## config.mk

```make
export PLATFORM = sky130hd
export DESIGN_NAME = int_ram_stream
export DESIGN_NICKNAME = d
export VERILOG_FILES = /design/src/rtl/rsa_mem_pkg.sv /design/src/rtl/int_ram_stream.sv
export SDC_FILE = /design/constraint.sdc
export NUM_CORES = 1
export LEC_CHECK = 0
export ABC_AREA = 1
export CAP_MARGIN = 40
export CELL_PAD_IN_SITES_DETAIL_PLACEMENT = 0
export CELL_PAD_IN_SITES_GLOBAL_PLACEMENT = 1
export CORE_ASPECT_RATIO = 0.75
export CORE_MARGIN = 10
export CORE_UTILIZATION = 30
export CTS_BUF_LIST = sky130_fd_sc_hd__clkbuf_8 sky130_fd_sc_hd__clkbuf_16
export DETAILED_ROUTE_END_ITERATION = 8
export PLACE_DENSITY_LB_ADDON = 0.1
export SYNTH_ARGS = -nofsm -noshare
export SYNTH_HDL_FRONTEND = slang
export SYNTH_SLANG_ARGS = --single-unit
```

## constraint.sdc

```tcl
create_clock -name clk -period 2.1 [get_ports clk]
set_clock_uncertainty 0.05 [all_clocks]
set_input_delay 0.42 -clock clk [delete_from_list [all_inputs] [get_ports clk]]
set_output_delay 0.42 -clock clk [all_outputs]
set_load 0.05 [all_outputs]
```

## src/rtl/rsa_mem_pkg.sv

```systemverilog
// Shared types and default sizes for the RSA operand RAM front ends.
// The stream FSM state encoding lives here so benches and tops agree on it.
package rsa_mem_pkg;

    localparam int OP_BYTES  = 128;
    localparam int RAM_WORDS = 129;
    localparam int BUS_W     = 32;
    localparam int MEM_W     = 8;

    typedef enum logic [2:0] {
        IDLE,
        LD_ACCEPT,
        LD_WRITE,
        LD_GUARD,
        UL_READ,
        UL_WAIT,
        UL_OUT,
        DONE
    } stream_state_t;

endpackage

```

## src/rtl/int_ram_stream.sv

```systemverilog
// Streams a 1024-bit operand between a 32-bit valid/ready bus and
// port 1 of the byte-wide operand RAM; the core must idle while busy.
module int_ram_stream
    import rsa_mem_pkg::*;
#(
    parameter int MEM_WIDTH = MEM_W,
    parameter int MEM_WORDS = RAM_WORDS,
    parameter int BUS_WIDTH = BUS_W
) (
    input  logic                         clk,
    input  logic                         rst,
    input  logic                         cmd_valid,
    output logic                         cmd_ready,
    input  logic                         cmd_load,
    input  logic [BUS_WIDTH-1:0]         in_data,
    input  logic                         in_valid,
    output logic                         in_ready,
    output logic [BUS_WIDTH-1:0]         out_data,
    output logic                         out_valid,
    input  logic                         out_ready,
    output logic                         busy,
    output logic                         done,
    output logic [$clog2(MEM_WORDS)-1:0] ram_address,
    output logic [MEM_WIDTH-1:0]         ram_data,
    output logic                         ram_wren,
    output logic                         ram_rden,
    input  logic [MEM_WIDTH-1:0]         ram_q
);

    localparam int LANES = BUS_WIDTH / MEM_WIDTH;
    localparam int BEATS = (MEM_WORDS - 1) / LANES;
    localparam int AW    = $clog2(MEM_WORDS);
    localparam int BW    = (BEATS > 1) ? $clog2(BEATS) : 1;
    localparam int LW    = (LANES > 1) ? $clog2(LANES) : 1;

    localparam logic [BW-1:0] LAST_BEAT = BW'(BEATS - 1);
    localparam logic [LW-1:0] LAST_LANE = LW'(LANES - 1);
    localparam logic [AW-1:0] GUARD_A   = AW'(MEM_WORDS - 1);

    if ((BUS_WIDTH % MEM_WIDTH) != 0 ||
        ((MEM_WORDS - 1) % LANES) != 0) begin : g_bad_cfg
        $error("int_ram_stream: bus/RAM geometry mismatch");
    end

    stream_state_t        state_q, state_d;
    logic [BW-1:0]        beat_q, beat_d;
    logic [LW-1:0]        lane_q, lane_d;
    logic [BUS_WIDTH-1:0] in_q, in_d;
    logic [BUS_WIDTH-1:0] data_q, data_d;
    logic                 rd1_v_q, rd2_v_q;
    logic [LW-1:0]        rd1_lane_q, rd2_lane_q;
    logic [AW-1:0]        word_a;

    assign word_a   = AW'(int'(beat_q) * LANES + int'(lane_q));
    assign out_data = data_q;
    assign busy     = (state_q != IDLE);

    always_ff @(posedge clk) begin
        if (rst) begin
            state_q    <= IDLE;
            beat_q     <= '0;
            lane_q     <= '0;
            in_q       <= '0;
            data_q     <= '0;
            rd1_v_q    <= 1'b0;
            rd2_v_q    <= 1'b0;
            rd1_lane_q <= '0;
            rd2_lane_q <= '0;
        end else begin
            state_q    <= state_d;
            beat_q     <= beat_d;
            lane_q     <= lane_d;
            in_q       <= in_d;
            data_q     <= data_d;
            // Tracks the two-cycle RAM read latency per issued lane.
            rd1_v_q    <= ram_rden;
            rd1_lane_q <= lane_q;
            rd2_v_q    <= rd1_v_q;
            rd2_lane_q <= rd1_lane_q;
        end
    end

    always_comb begin
        state_d     = state_q;
        beat_d      = beat_q;
        lane_d      = lane_q;
        in_d        = in_q;
        data_d      = data_q;
        cmd_ready   = 1'b0;
        in_ready    = 1'b0;
        out_valid   = 1'b0;
        done        = 1'b0;
        ram_wren    = 1'b0;
        ram_rden    = 1'b0;
        ram_address = '0;
        ram_data    = '0;

        if (rd2_v_q) begin
            data_d[rd2_lane_q*MEM_WIDTH +: MEM_WIDTH] = ram_q;
        end

        unique case (state_q)
            IDLE: begin
                cmd_ready = 1'b1;
                if (cmd_valid) begin
                    beat_d  = '0;
                    lane_d  = '0;
                    state_d = cmd_load ? LD_ACCEPT : UL_READ;
                end
            end
            LD_ACCEPT: begin
                in_ready = 1'b1;
                if (in_valid) begin
                    in_d    = in_data;
                    lane_d  = '0;
                    state_d = LD_WRITE;
                end
            end
            LD_WRITE: begin
                ram_wren    = 1'b1;
                ram_address = word_a;
                ram_data    = in_q[lane_q*MEM_WIDTH +: MEM_WIDTH];
                if (lane_q == LAST_LANE) begin
                    lane_d = '0;
                    if (beat_q == LAST_BEAT) begin
                        state_d = LD_GUARD;
                    end else begin
                        beat_d  = beat_q + BW'(1);
                        state_d = LD_ACCEPT;
                    end
                end else begin
                    lane_d = lane_q + LW'(1);
                end
            end
            LD_GUARD: begin
                ram_wren    = 1'b1;
                ram_address = GUARD_A;
                state_d     = DONE;
            end
            UL_READ: begin
                ram_rden    = 1'b1;
                ram_address = word_a;
                if (lane_q == LAST_LANE) begin
                    lane_d  = '0;
                    state_d = UL_WAIT;
                end else begin
                    lane_d = lane_q + LW'(1);
                end
            end
            UL_WAIT: begin
                // Lane counter doubles as the drain counter here.
                if (lane_q == LW'(1)) begin
                    lane_d  = '0;
                    state_d = UL_OUT;
                end else begin
                    lane_d = lane_q + LW'(1);
                end
            end
            UL_OUT: begin
                out_valid = 1'b1;
                if (out_ready) begin
                    if (beat_q == LAST_BEAT) begin
                        state_d = DONE;
                    end else begin
                        beat_d  = beat_q + BW'(1);
                        state_d = UL_READ;
                    end
                end
            end
            DONE: begin
                done    = 1'b1;
                state_d = IDLE;
            end
            default: state_d = IDLE;
        endcase
    end

endmodule

```

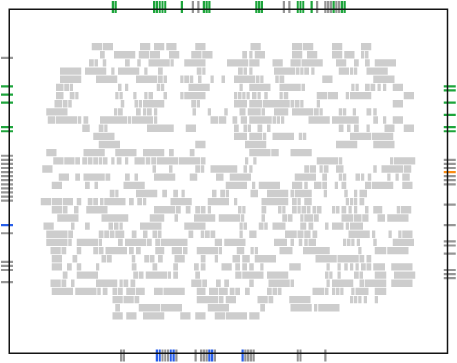
(images/io_placement.png)
(3 px per µm) Pins as bars across the die edge, other pins in grey.
Green shows out_data, pins 32, direction output, edge 21 top, 6 right, 5 left. Orange shows cmd_load, pins 1, direction input, edge right. Blue shows ram_data, pins 8, direction output, edge 7 bottom, 1 left.
Port Buf Inserts: 100
floorplan die width: 146 µm
Vert. Die Dim: 114 µm

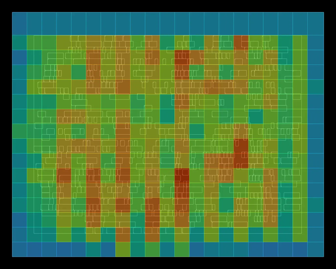
(images/congestion.png)
wire length per cell after detailed routing: 14.6 µm
final core utilization: 46.3%
routing usage on met1: 18.1%
GRT Resource Usage Total: 13.7%
GR Util met3: 4.90%

==> Changelog: implementation <==
## Flow update

- Status: finished clean
- Hold path startpoint: rd1_lane_q[1]
- TritonRoute pass-1 iters: 4
- AND-OR/OR-AND Cells, Area Fraction: 18.5%
- Final routed wirelength across all metal layers: 11300 µm
- Area Growth Syn to Fin: 50.9%
- Dominant comb cell: simple AND/OR/NAND/NOR gates
- Floorplan utilization: 30.7%
- Number of buffers added to fix hold violations after cts: 0
- Max incr delay on CP: 0.34 ns
- Overall chip area: 16600 µm²
- Area figure in the yosys stat output: approximately 3500 µm²
- Worst setup EP type: output pin
- Number of levels the H-tree was split into: 3
- Dpl cell area: between 5000 and 6000 µm²
- Clock buffers created by TritonCTS: 9
- Clock net sink count: 80
- Wire length of the first global-routing pass: 18400 µm
- TritonCTS clock tree: yes
- Worst reg2reg endpoint: beat_q[0]
- Most instantiated library cell after synthesis: nand2_1
- Max capacitance violation total: 0
- Peak VDD IR: 0.000455 V
- Design area: 5360 µm²
- Max Fanout on Critical Path: 19
- Post-synthesis average cell area: ~7 µm²
- Ys Warns: 0
- Netlist cell types: 23
- Residual antenna-violating net count after detailed routing: 0
- Maximum clock frequency: 494 MHz
- Placed wire-length estimate after detailed placement: 8610 µm
- Shortest period the worst path allows: 2.03 ns
- Synth top cells by count: nand2_1, a21oi_1, dfxtp_1
- Area of the mapped netlist: 3550 µm²
- Via count: approximately 3500
- Worst-case clock buffer depth: 2
- Kind of start point of the critical path: flop
- Fraction of layout instances using a drive strength above 1: 15.4%
- Crit path cell chain: buf_4 > a21oi_1 > o21ai_0 > a21oi_2 > buf_12
- Post-route fraction of the period consumed by the critical path: 96.4%
- Hold_ws: 0.350 ns
- Number of cells on the worst hold path: 2
- Clock insertion delay at the later pin of the skew report: about 0.33 ns
- XOR/XNOR share of the synthesized area: 0%
- Dominant cell area share: 45.1%
- Floorplan Core Area: 11600 µm²
- Buffers plus inverters on the worst setup path: 2
- CTS root buf: clkbuf_16
- Maximum number of pins on one net before global-route repair: 57
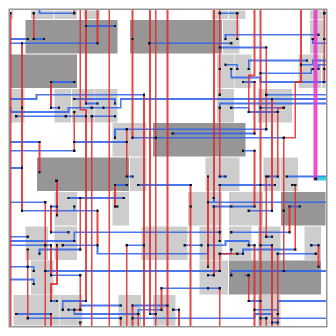
(images/detail.png)
Region (60, 22) to (85, 47) µm. Cells in grey, sequential cells in the stronger grey; small squares are vias.
Red shows metal 2. Blue shows metal 1. Cyan shows metal 3. Magenta shows metal 4.
40 logic cells have their middle in the window. Sequential cells in the window: 6. Netlist names of flops here include in_q (4), lane_q (2). Most frequent: a21oi_1 (8), dfxtp_1 (6).

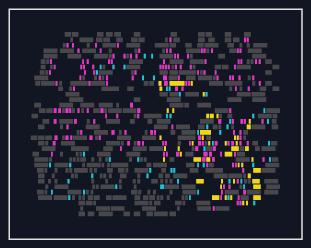
(images/logic_types.png)
(2 px per µm)
Cyan shows inv cells, cells 53. Magenta shows nand cells, cells 156. Yellow shows nor cells, cells 47.
non-filler cells, final: 772
combinational share of cell area: 32.4%
dominant logic cell type in the layout: nand2_1

-- power by group --
group	switching, µW	internal, µW	total, µW	leakage (µW)
sequential	127	1730	1850	0.000649
clock	591	849	1440	0.000137
combinational	1440	852	2290	0.00123
-- sequential cells by signal, indices dropped and copies added (netlist names) --
register	count
state_q	3
rd1_lane_q	2
lane_q	2
in_q	32
rd2_lane_q	2
out_data	32
rd2_v_q	1
beat_q	5
rd1_v_q	1
-- what timing repair did --
item / 4_1_cts / 5_1_grt
resized: 1 / 10
setup endpoints to repair: 8 / 16
gates cloned: 0 / 0
pin swaps: 0 / 2
-- routing by layer --
layer	GRT usage [%]	share of wire, %	vias to the layer above
met3	4.90	5.9	10
met1	18.1	49	1604
met5	0	0	-
li1	-	-	1827
met2	20.5	44	77
met4	3.83	1.1	0
-- worst max-delay path by stage --
stage,end,cells past startpoint,from
final,ram_data[1],5,lane_q[0]
after global routing,ram_data[6],5,lane_q[0]
after CTS,ram_data[7],4,state_q[0]
after detailed placement,ram_data[0],5,lane_q[0]
after floorplan,ram_data[0],5,lane_q[0]
after global placement,ram_data[7],5,lane_q[0]
-- logic make-up after synthesis --
kind of cell / Yosys count
adder cells (fa/ha/maj): 10
AND-OR/OR-AND: 131
buffers and inverters: 78
AND/OR/NAND/NOR: 203
flip-flops: 80
-- cell type report --
type / instances / area, µm² / share of cell area [%]
sequential: 80 / 1600 / 29.9
clock inverter: 3 / 18.8 / 0.350
tap: 162 / 203 / 3.78
timing repair buffer: 119 / 1340 / 25.1
multi-input combinational: 344 / 1740 / 32.4
clock buffer: 11 / 253 / 4.72
inverter: 53 / 201 / 3.76
-- per-stage QoR --
| step | setup WS (ns) | total power (µW) |
|---|---|---|
| after global placement | 0.253 | 4130 |
| after floorplan | -0.150 | 3310 |
| final | 0.0746 | 5580 |
| after global routing | 0.00549 | 5960 |
| after detailed placement | 0.216 | 4150 |
| after CTS | -0.0454 | 5620 |
-- worst min-delay path: stages, from the launching register on --
cell and delay, ns:
dfxtp_1 0.29, inv_1 0.04, nor2_1 0.03
-- cells in the final DEF (no fill, tap or decap) --
master           synthesis  routed
clkbuf_16                0       9
nand4_1                  1       1
ha_1                    10      10
buf_4                    2      25
a21oi_1                 92      84
o21ai_1                  2       3
nand2_1                124     123
clkdlybuf4s50_1          0      71
nand2_2                  2       3
dfxtp_1                 80      80
clkinv_4                 0       1
buf_2                    5       1
clkinv_2                 0       2
clkbuf_8                 0       2
nand3_1                 29      29
buf_12                   0      22
nor4_4                   1       1
a21oi_2                  0       8
inv_1                   49      48
inv_4                    0       1
inv_2                    2       4
o21ai_0                 37      35
nor3_1                   4       4
nor2_4                   1       9
o21ai_2                  0       1
nor2_2                   2       4
nor2_1                  38      28
nor3_4                   1       1
Power and IR drop assume default switching activity.
